--- src/rtl/gray_counter.sv ---
// rtl/gray_counter.sv - width-configurable binary/Gray up/down counter with load and saturation
// Gray output comes straight from a register so it can cross clock domains glitch-free.
module gray_counter #(
    parameter int WIDTH       = 4,
    parameter int RESET_VALUE = 0,
    parameter bit SATURATE    = 1'b0
) (
    input  logic             clk,
    input  logic             rst,
    input  logic             en,
    input  logic             up,
    input  logic             load,
    input  logic [WIDTH-1:0] load_bin,
    output logic [WIDTH-1:0] bin,
    output logic [WIDTH-1:0] gray,
    output logic [WIDTH-1:0] gray_next,
    output logic             wrap,
    output logic             sat
);

    localparam logic [WIDTH-1:0] RST_BIN  = WIDTH'(RESET_VALUE);
    localparam logic [WIDTH-1:0] RST_GRAY = RST_BIN ^ (RST_BIN >> 1);

    logic [WIDTH-1:0] bin_nxt;
    logic             wrap_nxt;
    logic             sat_nxt;
    logic             at_limit;

    assign at_limit = up ? (bin == {WIDTH{1'b1}}) : (bin == {WIDTH{1'b0}});

    always_comb begin
        bin_nxt  = bin;
        wrap_nxt = 1'b0;
        sat_nxt  = sat;
        if (rst) begin
            bin_nxt = RST_BIN;
            sat_nxt = 1'b0;
        end else if (load) begin
            bin_nxt = load_bin;
            sat_nxt = 1'b0;
        end else if (en) begin
            if (at_limit && SATURATE) begin
                sat_nxt = 1'b1;
            end else begin
                // modulo arithmetic gives the roll-over value for free
                sat_nxt  = 1'b0;
                wrap_nxt = at_limit;
                bin_nxt  = up ? bin + WIDTH'(1) : bin - WIDTH'(1);
            end
        end
    end

    assign gray_next = bin_nxt ^ (bin_nxt >> 1);

    always_ff @(posedge clk) begin
        if (rst) begin
            bin  <= RST_BIN;
            gray <= RST_GRAY;
            wrap <= 1'b0;
            sat  <= 1'b0;
        end else begin
            bin  <= bin_nxt;
            gray <= gray_next;
            wrap <= wrap_nxt;
            sat  <= sat_nxt;
        end
    end

endmodule

--- config.mk ---
export PLATFORM = sky130hd
export DESIGN_NAME = gray_counter
export DESIGN_NICKNAME = d
export VERILOG_FILES = /design/src/rtl/gray_counter.sv
export SDC_FILE = /design/constraint.sdc
export NUM_CORES = 1
export LEC_CHECK = 0
export CAP_MARGIN = 20
export CORE_MARGIN = 10
export CORE_UTILIZATION = 40
export DETAILED_ROUTE_END_ITERATION = 10
export GPL_TIMING_DRIVEN = 0
export MAX_ROUTING_LAYER = met4
export PLACE_DENSITY = 0.77
export SETUP_SLACK_MARGIN = 0.3
export SLEW_MARGIN = 0
export SYNTH_ARGS = -nofsm -noshare
export SYNTH_HDL_FRONTEND = slang
export SYNTH_SLANG_ARGS = --single-unit
--- constraint.sdc ---
create_clock -name clk -period 3 [get_ports clk]
set_input_delay 0.6 -clock clk [delete_from_list [all_inputs] [get_ports clk]]
set_output_delay 0.6 -clock clk [all_outputs]
set_load 0.02 [all_outputs]
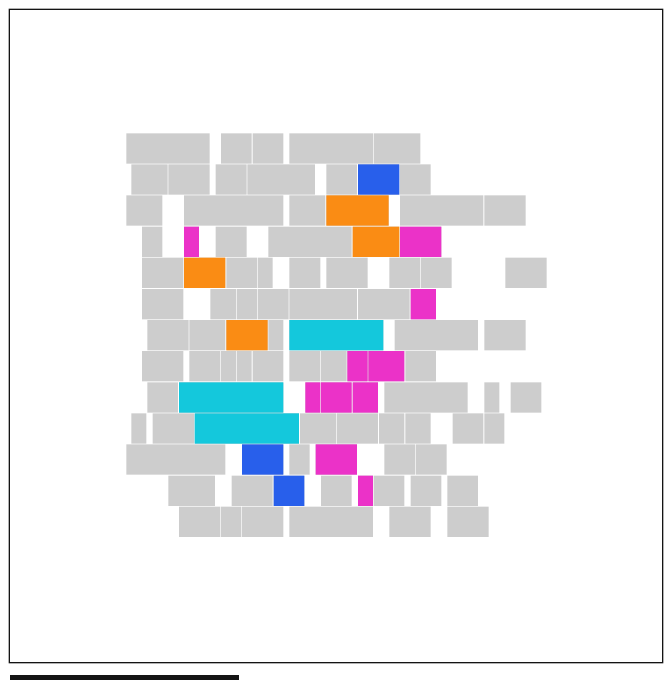
gates.png
Bar = 20 microns.
[orange] mux cells | cells: 4
[cyan] fa/ha/maj cells | cells: 3
[blue] non-inverting ao/oa cells | cells: 3
[magenta] nor cells | cells: 10
final std cells w/o fill: 109
most used logic cell in the final layout: buf_4
Comb/total area: 0.413

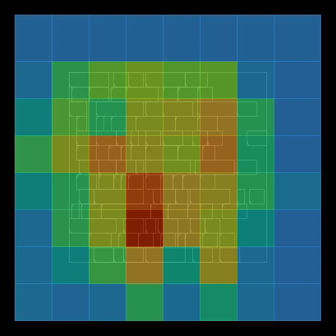
congestion_map.png
Final Util: 0.724
GRT met3 Usage: 0.0487
Total GRT Usage: 0.100
met1 Track Usage GR: 0.114
GR Util met2: 0.153

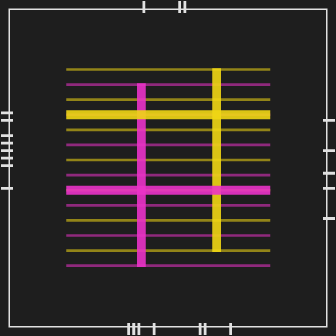
floorplan.png
Pins as bars on the die edge.
[magenta] VSS
[yellow] VDD
met1 rails: 14
met5 straps: 2
die span in y: 57.0 microns
core area: 1300 sq um
Max IR drop VDD: 0.000239 V
Die Wd: 57.0 microns

==> impl_metrics.tcl <==
# place-and-route summary
set metrics [dict create \
    status "finished clean" \
    largest_reg_flops 4 \
    globalRouteOverflowTotal 0 \
    crit_path_end_kind "output pin" \
    route.detailed.drc 0 \
    post_cts_buffers 8 \
    fin_area_sq_um 942 \
    yosys.cell_count.top_type "dfxtp_1" \
    top_layer_used "met4" \
    syn_nets 71 \
    path_buffers 3 \
    grt_max_degree 11 \
    crit_family "buffers and inverters" \
    syn_inst 59 \
    wl_met2_microns 795 \
    cp.arrival_ns 2.15 \
    synthFlopType "dfxtp_1" \
    min_from "bin[3]" \
    power-top-group "combinational logic" \
    tapCellCount 15 \
    critical_path.reg2reg.startpoint "bin[0]" \
    clk_path_buf_depth 2 \
    fin_skew_ns 0.00192 \
    p_sw_frac 0.336 \
    crit_path_end "gray_next[2]" \
    cts_buffers 3 \
    clk_share 0.0239 \
    fillers 96 \
    diodes 0 \
    synth.largest_area_cell "dfxtp_1" \
    powerClk_uw 85.5 \
    wl_per_cell_microns 14.8 \
    critPathLaunch "up" \
    criticalPathCategory "in2out" \
    synth_cell_types 32 \
    vias_per_cell 5.07 \
    pre_cts_ws_ns -0.816 \
    xor_area_frac 0.0961 \
    antenna_found_initial 0 \
    insertion_delay_ns 0.26 \
    rsz0062_at_grt "true" \
]
No activity file was given, so power comes from the tool's default toggle rates.
